<file path="src/rtl/raster_output_queue_pkg.sv">
// Shared types for the raster-unit output queue: the record carried from the
// raster unit, the FWFT head-register state and the default sizing.
package raster_output_queue_pkg;

   localparam int RASTER_OUTPUT_QUEUE_DEPTH   = 4;
   localparam int RASTER_OUTPUT_QUEUE_RESERVE = 1;

   typedef struct packed {
      logic [15:0] x;
      logic [15:0] y;
      logic [31:0] depth;
      logic [15:0] prim_id;
   } RasterOutputData;

   typedef enum logic {
      RQS_Empty = 1'b0,
      RQS_Head  = 1'b1
   } RasterQueueState;

   function automatic logic [31:0] sat_inc(input logic [31:0] v);
      return (v == 32'hFFFF_FFFF) ? v : v + 32'd1;
   endfunction

endpackage

</file>
<file path="src/rtl/raster_queue_mem.sv">
// DEPTH x WIDTH storage array with one write port and one registered read port;
// the read register doubles as the queue's head register.
module raster_queue_mem
   import raster_output_queue_pkg::*;
#(
   parameter int DEPTH = RASTER_OUTPUT_QUEUE_DEPTH,
   parameter int WIDTH = $bits(RasterOutputData)
) (
   input  logic                     clk,
   input  logic                     resetn,
   input  logic                     wr_en_i,
   input  logic [$clog2(DEPTH)-1:0] wr_addr_i,
   input  logic [WIDTH-1:0]         wr_data_i,
   input  logic                     rd_en_i,
   input  logic [$clog2(DEPTH)-1:0] rd_addr_i,
   output logic [WIDTH-1:0]         rd_data_o
);

   logic [WIDTH-1:0] mem_q [DEPTH];
   logic [WIDTH-1:0] rd_data_q;

   always_ff @(posedge clk) begin
      if (wr_en_i) begin
         mem_q[wr_addr_i] <= wr_data_i;
      end
   end

   // Only the read register is reset, so an aborted transfer never leaves a stale head visible.
   always_ff @(posedge clk or negedge resetn) begin
      if (!resetn) begin
         rd_data_q <= '0;
      end else if (rd_en_i) begin
         rd_data_q <= mem_q[rd_addr_i];
      end
   end

   assign rd_data_o = rd_data_q;

endmodule

</file>
<file path="src/rtl/raster_output_queue.sv">
// Receiving FIFO for raster-unit output records with FWFT valid/ready output.
// Optional statistics counters are enabled by defining RASTER_OUTPUT_QUEUE_STATS_EN.
module raster_output_queue
   import raster_output_queue_pkg::*;
#(
   parameter int DEPTH   = RASTER_OUTPUT_QUEUE_DEPTH,
   parameter int RESERVE = RASTER_OUTPUT_QUEUE_RESERVE
) (
   input  logic            clk,
   input  logic            resetn,
   input  logic            in_valid,
   input  RasterOutputData in_data,
   output logic            fifo_full,
   output logic            out_valid,
   output RasterOutputData out_data,
   input  logic            out_ready,
   output logic            overflow
`ifdef RASTER_OUTPUT_QUEUE_STATS_EN
   ,
   output logic [31:0]     stat_pushed,
   output logic [31:0]     stat_popped,
   output logic [31:0]     stat_max_level
`endif
);

   localparam int AW = $clog2(DEPTH);
   localparam int CW = AW + 1;
   localparam int W  = $bits(RasterOutputData);
   localparam logic [CW-1:0] DEPTH_LVL = CW'(DEPTH);
   localparam logic [CW-1:0] FULL_LVL  = CW'(DEPTH - RESERVE);

   logic [AW-1:0]   wr_ptr_q, wr_ptr_d;
   logic [AW-1:0]   rd_ptr_q, rd_ptr_d;
   logic [CW-1:0]   count_q, count_d;
   logic            fifo_full_q;
   logic            overflow_q;
   RasterQueueState state_q, state_d;
   logic            push, pop, head_load;
   logic [W-1:0]    head_data;

   always_comb begin
      pop      = (state_q == RQS_Head) && out_ready;
      push     = in_valid && ((count_q != DEPTH_LVL) || pop);
      wr_ptr_d = push ? wr_ptr_q + AW'(1) : wr_ptr_q;
      rd_ptr_d = pop  ? rd_ptr_q + AW'(1) : rd_ptr_q;
      count_d  = count_q;
      if (push && !pop) begin
         count_d = count_q + CW'(1);
      end else if (pop && !push) begin
         count_d = count_q - CW'(1);
      end
      // A record pushed this edge is not readable until the next one, so only
      // entries already stored before the edge can refill the head register.
      head_load = ((state_q == RQS_Empty) && (count_q != '0)) ||
                  (pop && (count_q > CW'(1)));
      state_d = state_q;
      if (state_q == RQS_Empty) begin
         if (count_q != '0) state_d = RQS_Head;
      end else if (pop && (count_q == CW'(1))) begin
         state_d = RQS_Empty;
      end
   end

   always_ff @(posedge clk or negedge resetn) begin
      if (!resetn) begin
         wr_ptr_q    <= '0;
         rd_ptr_q    <= '0;
         count_q     <= '0;
         fifo_full_q <= 1'b0;
         overflow_q  <= 1'b0;
         state_q     <= RQS_Empty;
      end else begin
         wr_ptr_q    <= wr_ptr_d;
         rd_ptr_q    <= rd_ptr_d;
         count_q     <= count_d;
         fifo_full_q <= (count_d >= FULL_LVL);
         state_q     <= state_d;
         if (in_valid && !push) begin
            overflow_q <= 1'b1;
         end
      end
   end

   raster_queue_mem #(
      .DEPTH (DEPTH),
      .WIDTH (W)
   ) u_mem (
      .clk       (clk),
      .resetn    (resetn),
      .wr_en_i   (push),
      .wr_addr_i (wr_ptr_q),
      .wr_data_i (in_data),
      .rd_en_i   (head_load),
      .rd_addr_i (rd_ptr_d),
      .rd_data_o (head_data)
   );

   assign out_data  = RasterOutputData'(head_data);
   assign out_valid = (state_q == RQS_Head);
   assign fifo_full = fifo_full_q;
   assign overflow  = overflow_q;

`ifdef RASTER_OUTPUT_QUEUE_STATS_EN
   logic [31:0] stat_pushed_q, stat_popped_q, stat_max_q;

   always_ff @(posedge clk or negedge resetn) begin
      if (!resetn) begin
         stat_pushed_q <= '0;
         stat_popped_q <= '0;
         stat_max_q    <= '0;
      end else begin
         if (push) stat_pushed_q <= sat_inc(stat_pushed_q);
         if (pop)  stat_popped_q <= sat_inc(stat_popped_q);
         if (32'(count_d) > stat_max_q) stat_max_q <= 32'(count_d);
      end
   end

   assign stat_pushed    = stat_pushed_q;
   assign stat_popped    = stat_popped_q;
   assign stat_max_level = stat_max_q;
`endif

endmodule
</file>
<file path="config.mk">
export PLATFORM = sky130hd
export DESIGN_NAME = raster_output_queue
export DESIGN_NICKNAME = d
export VERILOG_FILES = /design/src/rtl/raster_output_queue_pkg.sv /design/src/rtl/raster_queue_mem.sv /design/src/rtl/raster_output_queue.sv
export SDC_FILE = /design/constraint.sdc
export NUM_CORES = 1
export LEC_CHECK = 0
export CAP_MARGIN = 20
export CORE_ASPECT_RATIO = 0.7
export CORE_MARGIN = 2
export CORE_UTILIZATION = 40
export DETAILED_ROUTE_END_ITERATION = 8
export PLACE_DENSITY = 0.6
export REMOVE_ABC_BUFFERS = 1
export SLEW_MARGIN = 25
export SYNTH_ARGS = -nofsm -noshare
export SYNTH_HDL_FRONTEND = slang
export SYNTH_SLANG_ARGS = --single-unit
</file>
<file path="constraint.sdc">
create_clock -name clk -period 4.2 [get_ports clk]
set_input_delay 0.84 -clock clk [delete_from_list [all_inputs] [get_ports clk]]
set_output_delay 0.84 -clock clk [all_outputs]
set_load 0.05 [all_outputs]
</file>
==> run_1/met1.png <==
(2 px per µm) Supply wires on this layer in gray.
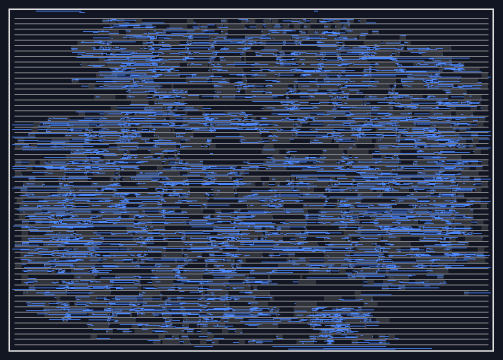
1227 nets have wire on it. The longest straight run is 56.6 µm. The wires run mostly horizontal. The layer holds 47% of the routed length.

==> run_1/met2.png <==
(2 px per µm)
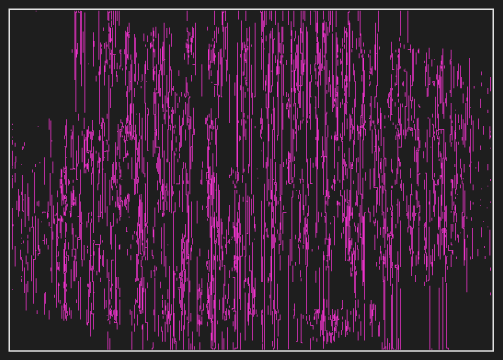
The layer carries 16200 µm of wire. The longest straight run is 84.0 µm. The wires run mostly vertical. The layer holds 46% of the routed length.

==> results.toml, run 1 <==
# flow metrics
[grt]
grt_antenna_before_repair = 6
global_routing_usage_on_met3_pct = 3.86
grt-ovfl-total = 0
grt_pass1_vias = 9156
grt_pass1_wl_um = 53900
busiest_layer = "met2"
groute.usage.overall_pct = 17.3

[cells_and_area]
area_share_clock_buf_inv_pct = 6.79
final_core_util_pct = 50.1
antenna-diode-count = 2
fillerInstances = 3296
flow.area_growth_from_synthesis_pct = 22.8
seq-cell-share_pct = 61.3
largest_register_ffs = 320
num-nets-final = 1345
comb_area_share_pct = 18.4
numSequentialCells = 410
post_route_cells_drive_above_1_share_pct = 7.88
bufAreaShareNonClock_pct = 9.89

[floorplan]
ios = 167
die_height_um = 170
fp_util_pct = 40.8
die_w_um = 241

[pwr]
totalPowerFinal_mw = 16.2
power.leakage_nw = 7.03
power_per_cell_area_nw_per_um2 = 835
vdd_ir_drop_max_mv = 0.427
p_sw_share_pct = 39.1

[timing]
finalClockSkew_ns = 0.0299
post-route-worst-setup-slack_ns = 0.972
finalClockPeriodUsage_pct = 76.9
finalWorstPathRequiredPeriod_ns = 3.23
timing.fmax_ghz = 0.310
drv_slew = 0

[critical_path]
worst-endpoint-required_ns = 4.59
worst_setup_path_start_kind = "input pin"
worst-endpoint-arrival_ns = 3.62
critical_path.max_fanout = 70
cpPeakStageDelay_ns = 0.71
worst_path_dominant_cell_family = "buffers and inverters"

[clock_tree]
worstSkewPairLatency_ns = 0.55
post_cts_setup_buffer_count = 0

[drt]
vias = 9122
detail_route.vias_per_cell = 5.04
drt-met1-wl_um = 16400
drt_drc_violations_left = 0

[outcome]
run_status = "complete, no violations"

[logic_synthesis]
synth-seq-area-share_pct = 75.2
synth_stat.cells = 1096
synth.distinct_cells = 39
synth_compound_gate_area_share_pct = 8.73

[run]
maxCapViolations = 0
tool_warnings = 34

[place]
post_dp_cell_area_um2 = 18000
place_congestion = 0.699
==> run_1/met3.png <==
(2 px per µm)
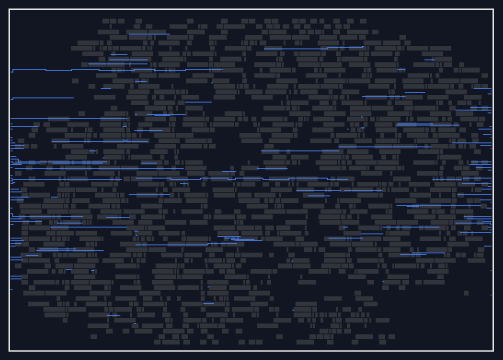
109 nets have wire on it. The layer holds 5.3% of the routed length. The wires run mostly horizontal. The longest straight run is 84.2 µm.

-- run 1: worst paths after layout --
path                                            from                              end  slack (ns)  cells past startpoint
worst max-delay path                       out_ready  u_mem.rd_data_o[10]$_DFFE_PN0P_        0.97                      8
worst min-delay path                          resetn  u_mem.rd_data_o[31]$_DFFE_PN0P_        0.33                      1
worst max register to register   out_valid$_DFF_PN0_  u_mem.rd_data_o[10]$_DFFE_PN0P_        1.38                      7
worst min register to register  overflow$_DFFE_PN0P_             overflow$_DFFE_PN0P_        0.47                      1
max in group asynchronous                     resetn   u_mem.rd_data_o[3]$_DFFE_PN0P_        2.98                      2
min in group clk                overflow$_DFFE_PN0P_             overflow$_DFFE_PN0P_        0.47                      1
-- run 1: cells in the mapped netlist (all sizes together) --
| master | instances | share of area [%] |
|---|---|---|
| dfrtp | 90 | 14 |
| a41o | 2 | 0.13 |
| edfxtp | 320 | 61 |
| a211oi | 80 | 4.1 |
| o21a | 1 | 0.048 |
| a21oi | 5 | 0.16 |
| o311ai | 1 | 0.056 |
| xor2 | 1 | 0.10 |
| or2 | 1 | 0.040 |
| nor3b | 1 | 0.048 |
| inv | 9 | 0.21 |
| nor3 | 2 | 0.063 |
| a31oi | 1 | 0.040 |
| a21o | 1 | 0.048 |
| and2 | 85 | 3.4 |
| o21ai | 1 | 0.032 |
| o31ai | 80 | 3.8 |
| o22ai | 1 | 0.040 |
| a311o | 1 | 0.063 |
| xnor2 | 3 | 0.29 |
| clkbuf | 39 | 0.95 |
| nor2b | 1 | 0.040 |
| a311oi | 1 | 0.056 |
| o21bai | 1 | 0.048 |
| ha | 8 | 0.63 |
| and3 | 80 | 3.2 |
| o211ai | 1 | 0.048 |
| nor2 | 1 | 0.024 |
| nand2 | 245 | 5.8 |
| nand3 | 2 | 0.063 |
| buf | 31 | 1.2 |
==> run_1/met4.png <==
(1.5 px per µm) Supply wires on this layer in gray.
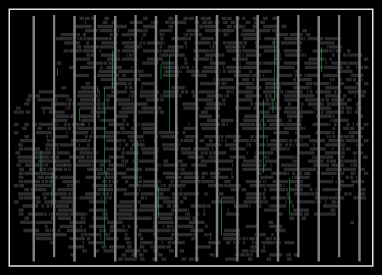

--- run 2 (diff from run 1) ---
==> constraint.sdc (replaced) <==
create_clock -name clk -period 3 [get_ports clk]
set_input_delay 0.6 -clock clk [delete_from_list [all_inputs] [get_ports clk]]
set_output_delay 0.6 -clock clk [all_outputs]
set_load 0.05 [all_outputs]
==> run_2/met4.png <==
(1.5 px per µm) Supply wires on this layer in gray.
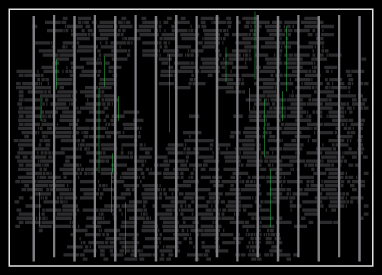
The wires run mostly vertical. 8 nets have wire on it.

==> run 2 against run 1 <==
- utilization rose by 0.81 points
- first-iteration DRC count decreased by 24%
- via count is 0.38% higher
- critical path depth decreased by 7
- critical path type is now reg2out
- largest cell class unchanged
- largest power group unchanged
==> results.toml, run 2 <==
# flow metrics
[hold_path]
hold_depth = 1
min_delay_worst_endpoint = "overflow$_DFFE_PN0P_"
hold_path_startpoint = "overflow$_DFFE_PN0P_"

[critical_path]
cp_num_buf_inv = 1
timing.rr.end = "u_mem.mem_q[3][31]$_DFFE_PP_"
worst-endpoint-required_ns = 2.40
worst-endpoint-arrival_ns = 1.80
timing_worst_setup_path_type = "reg2out"
worst_setup_path_start_kind = "flop"
r2r-start = "count_q[0]$_DFF_PN0_"
worstRegToRegCells = 6
timing.reg2reg.setup_slack_ns = 0.83
cpPeakStageDelay_ns = 0.85
critPathCapture = "out_valid"
crit_cells = 1
critical_path.max_fanout = 6
worstSetupStartpoint = "out_valid$_DFF_PN0_"
worst_path_dominant_cell_family = "buffers and inverters"

[pwr]
power_per_cell_area_nw_per_um2 = 1170
power.clock.fraction_pct = 22.4
p_sw_share_pct = 38.5
vdd_ir_drop_max_mv = 0.639
power.leakage_nw = 7.16

[cells_and_area]
flow.area_growth_from_synthesis_pct = 24.8
fillerInstances = 3264
design_area_um2 = 19700
num-nets-final = 1360
largest_register_ffs = 320
post_route_cells_drive_above_1_share_pct = 8.69

[logic_synthesis]
post_synth_most_frequent_cells = "sky130_fd_sc_hd__edfxtp_1 (320), sky130_fd_sc_hd__nand2_1 (245), sky130_fd_sc_hd__dfrtp_1 (90)"
top_logic_kind = "simple AND/OR/NAND/NOR gates"
yosysTopAreaCell = "sky130_fd_sc_hd__edfxtp_1"
postSynthRegisterBits = 410
postSynthAreaPerCell_um2 = 14.4
synth_stat.cells = 1096
synth-seq-area-share_pct = 75.2
synth.cell_area_um2 = 15800
ys_async_sr_fraction_pct = 22.0
gate_count_of_the_mapped_netlist = 1096
dominantRegCellSynth = "sky130_fd_sc_hd__edfxtp_1"
synth_top_cell_by_count = "sky130_fd_sc_hd__edfxtp_1"
synth.distinct_cells = 39
yosys_area_um2 = 15800
synth_compound_gate_area_share_pct = 8.73
synthSimpleGateAreaFrac_pct = 12.7
post-synth-top-area-fraction_pct = 60.9
top_cells_by_area = "sky130_fd_sc_hd__edfxtp_1 (61%), sky130_fd_sc_hd__dfrtp_1 (14%), sky130_fd_sc_hd__nand2_1 (5.8%)"
enable_flop_cells = 320
synth.yosys.warnings = 0

[clock_tree]
post_cts_setup_buffer_count = 0
worstSkewPairLatency_ns = 0.54

[grt]
grt-ovfl-total = 0
grt_antenna_before_repair = 2
grt_pass1_wl_um = 52900
grt_pass1_vias = 8838

[floorplan]
die_w_um = 241
fp_util_pct = 40.8
die_height_um = 170
ios = 167

[run]
tool_warnings = 31
maxCapViolations = 0

[drt]
detail_route.vias_per_cell = 5.01
vias = 9157
drt_drc_violations_left = 0
detail_route.wirelength_um = 34400

[outcome]
run_status = "complete, no violations"

[timing]
finalWorstPathRequiredPeriod_ns = 2.40
finalClockSkew_ns = 0.0169
drv_slew = 0
timing.fmax_ghz = 0.417
finalClockPeriodUsage_pct = 79.9
post-route-worst-setup-slack_ns = 0.603
rsz0062_at_grt = "no"

[place]
post_dp_cell_area_um2 = 18300
place_congestion = 0.735
==> run_2/final_congestion.png <==
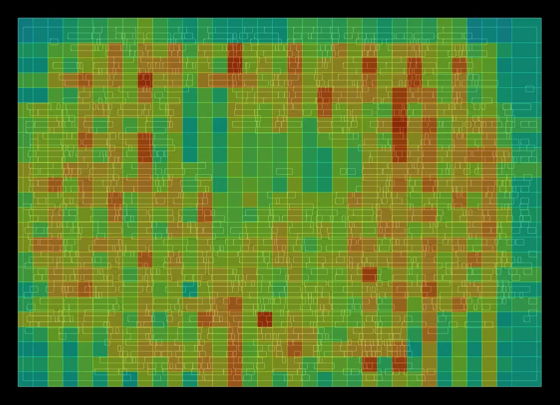
global-route total usage across every layer: 17.0%
met1 Track Usage GR: 24.0%
detailed-route wire length per cell: 18.8 µm
global-route met2 utilization: 26.5%
global routing usage on met3: 4.22%

run 2: cell counts after synthesis:
No cell type changed its count.
run 2: timing repair:
item	4_1_cts	5_1_grt
hold buffers	1	0
hold endpoints to repair	1	0
gates resized	0	0
run 2: power by group through the flow:
stage	Combinational, mW	Clock [mW]	Sequential [mW]
after global routing	10.5	5.49	8.45
after detailed placement	9.75	0	8.41
after floorplan	3.99	0	10.3
final	9.56	5.15	8.30
after global placement	9.61	0	8.39
after CTS	9.77	5.28	8.31
run 2: cells by family (layout without fill, tap and decap cells):
kind of cell,after synthesis,in the layout
buffers and inverters,79,283
AOI/OAI and AO/OA,177,177
and+or+nand+nor,418,418
DFF,410,410
adders and majority gates,8,8
xor gates and xnor gates,4,4
other,0,1
run 2: metrics by stage:
stage	util (%)	power [mW]	setup TNS, ns	cells
floorplan	-	14.2	-555.64	1026
global placement	47.3	18.0	0	1751
detailed placement	47.3	18.2	0	1751
CTS	50.9	23.4	0	1827
global route	50.9	24.4	0	1827
finish	50.9	23.0	0	1828
run 2: final cells by class:
cell class              instances  area, µm²  area share [%]
clock inverters                12        139           0.706
multi-input cells             607       3570            18.1
well taps                     527        659            3.35
clock buffers                  63       1220            6.21
inverters                       9       36.3           0.184
flip-flops and latches        410      11900            60.3
repair buffers                199       2180            11.1
diodes                          1       2.50          0.0127
run 2: per-layer routing:
metal	part of all wire [%]	GRT usage (%)
met4	1.5	3.78
met1	46	24.0
met3	6.0	4.22
met2	46	26.5
met5	0.038	0
==> run_2/met1.png <==
(2 px per µm) Supply wires on this layer in gray.
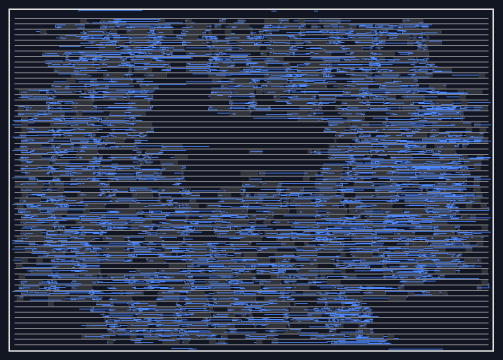

--- run 3 (diff from run 2) ---
==> constraint.sdc (replaced) <==
create_clock -name clk -period 2.3 [get_ports clk]
set_input_delay 0.46 -clock clk [delete_from_list [all_inputs] [get_ports clk]]
set_output_delay 0.46 -clock clk [all_outputs]
set_load 0.05 [all_outputs]
==> run_3/met1.png <==
(2 px per µm) Supply wires on this layer in gray.
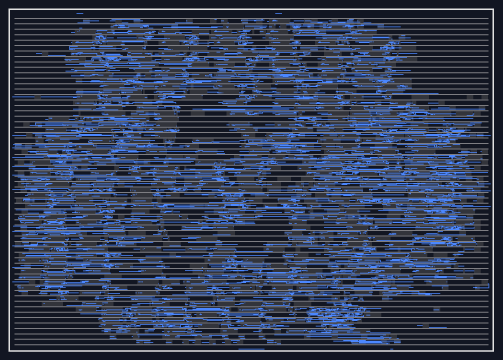
The wires run mostly horizontal. The longest straight run is 55.7 µm. 1285 nets have wire on it. The layer holds 47% of the routed length.

==> run 3 against run 2 <==
- utilization rose by 0.90 points
- cell area rose by 1.8%
- worst hold slack got worse by 0.14 ns
- first-iteration DRC count rose by 31%
- synthesized area did not move
- largest power group unchanged
- flip-flop count did not move
- synthesized cell count did not move
- clock skew rose by 0.0024 ns
- combinational power rose by 41%
- power rose by 34%
==> results.toml, run 3 <==
# flow metrics
[outcome]
run_status = "complete, no violations"

[logic_synthesis]
enable_flop_cells = 320
synth.distinct_cells = 39
post_synth_most_frequent_cells = "sky130_fd_sc_hd__edfxtp_1 (320), sky130_fd_sc_hd__nand2_1 (245), sky130_fd_sc_hd__dfrtp_1 (90)"
gate_count_of_the_mapped_netlist = 1096
postSynthRegisterBits = 410
post-synth-top-area-fraction_pct = 60.9
yosysTopAreaCell = "sky130_fd_sc_hd__edfxtp_1"
synth-seq-area-share_pct = 75.2
yosys_area_um2 = 15800
top_cells_by_area = "sky130_fd_sc_hd__edfxtp_1 (61%), sky130_fd_sc_hd__dfrtp_1 (14%), sky130_fd_sc_hd__nand2_1 (5.8%)"
synth_stat.cells = 1096

[drt]
vias = 9271
detail_route.vias_per_cell = 4.98
detail_route.wirelength_um = 34700

[grt]
grt-ovfl-total = 0
groute.usage.overall_pct = 17.4
grt_pass1_vias = 9118
grt_antenna_before_repair = 6
grt_pass1_wl_um = 54300

[pwr]
power.leakage_nw = 7.37
power_per_cell_area_nw_per_um2 = 1530
seq_power_mw = 10.9
p_sw_share_pct = 38.2
power.clock.fraction_pct = 20.6
totalPowerFinal_mw = 30.7
comb_cell_power_mw = 13.5
vdd_ir_drop_max_mv = 0.766

[cells_and_area]
seq-cell-share_pct = 59.3
clkbuf_count = 59
num-nets-final = 1390
seq_area_um2 = 11900
flow.area_growth_from_synthesis_pct = 27.0
area.combinational_um2 = 3570
final_core_util_pct = 51.8
antenna-diode-count = 3
final_cell_count_no_fill = 1860
numSequentialCells = 410
comb_area_share_pct = 17.8
comb.multi_input.count = 607
nNonClkInverters = 9

[floorplan]
taps = 527
die_w_um = 241
fp_util_pct = 40.8

[place]
post_dp_cell_area_um2 = 18700
numPlacedInstances = 1782
place_congestion = 0.733

[critical_path]
cpPeakStageDelay_ns = 0.85
worst-endpoint-arrival_ns = 1.78
worst_path_dominant_cell_family = "buffers and inverters"
critical_path.max_fanout = 2

[timing]
setup_total_negative_slack_ns = 0
finalWorstPathRequiredPeriod_ns = 2.24
drv_slew = 0
post-route-worst-setup-slack_ns = 0.0553
timing.fmax_ghz = 0.445

[run]
tool_warnings = 31
==> run_3/met3.png <==
(2 px per µm)
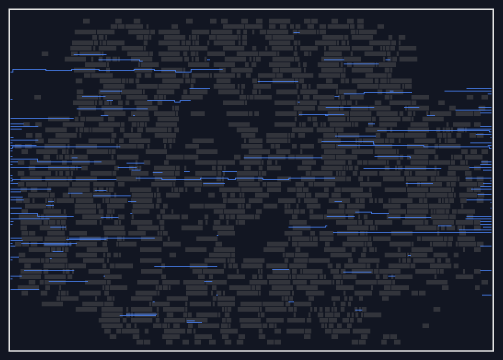
The layer carries 2010 µm of wire. The wires run mostly horizontal. 113 nets have wire on it. The longest straight run is 78.9 µm.

==> run 3: cell types whose count changed in the layout (fill, tap and decap cells not counted), sizes merged, moves of 3 or more <==
cell,change
clkdlybuf4s50,-5
clkbuf,-4
dlygate4sd2,+3
buf,+31
clkinv,+3
==> run 3: per-layer routing <==
| metal | up-vias | part of all wire, % | global-route usage, % |
|---|---|---|---|
| li1 | 4440 | - | - |
| met1 | 4569 | 47 | 24.9 |
| met2 | 207 | 46 | 27.1 |
| met3 | 49 | 5.8 | 4.14 |
| met4 | 6 | 1.4 | 3.68 |
| met5 | - | 0.12 | 0 |
==> run 3: worst paths after layout <==
kind                                                  from                         endpoint  slack (ns)  cells after the start
max reg2reg                           count_q[1]$_DFF_PN0_  u_mem.rd_data_o[32]$_DFFE_PN0P_        0.16                      8
max in group asynchronous                           resetn  u_mem.rd_data_o[30]$_DFFE_PN0P_        1.38                      3
min in group clk                      overflow$_DFFE_PN0P_             overflow$_DFFE_PN0P_        0.46                      1
min                                                 resetn  u_mem.rd_data_o[48]$_DFFE_PN0P_        0.33                      2
max                        u_mem.rd_data_o[64]$_DFFE_PN0P_                     out_data[64]        0.06                      1
min reg2reg                           overflow$_DFFE_PN0P_             overflow$_DFFE_PN0P_        0.46                      1
==> run 3: cell families (layout without fill, tap and decap cells) <==
logic type	count (synthesis)	in the layout	synth area share, %
other cells	0	3	0
fa+ha+maj	8	8	0.635
simple gates	418	418	12.7
buf+inv	79	313	2.36
xor+xnor	4	4	0.389
compound gates	177	177	8.73
flops	410	410	75.2
==> run 3: repair_timing <==
| item | 4_1_cts | 5_1_grt |
|---|---|---|
| endpoints found under the hold margin | 11 | 0 |
| buffers inserted | 0 | 0 |
| hold buffers | 1 | 0 |
| gates resized | 3 | 3 |
| setup endpoints to repair | 3 | 3 |
| cloned | 0 | 0 |
Power figures rest on the tool's default switching activity, not on a simulated workload.
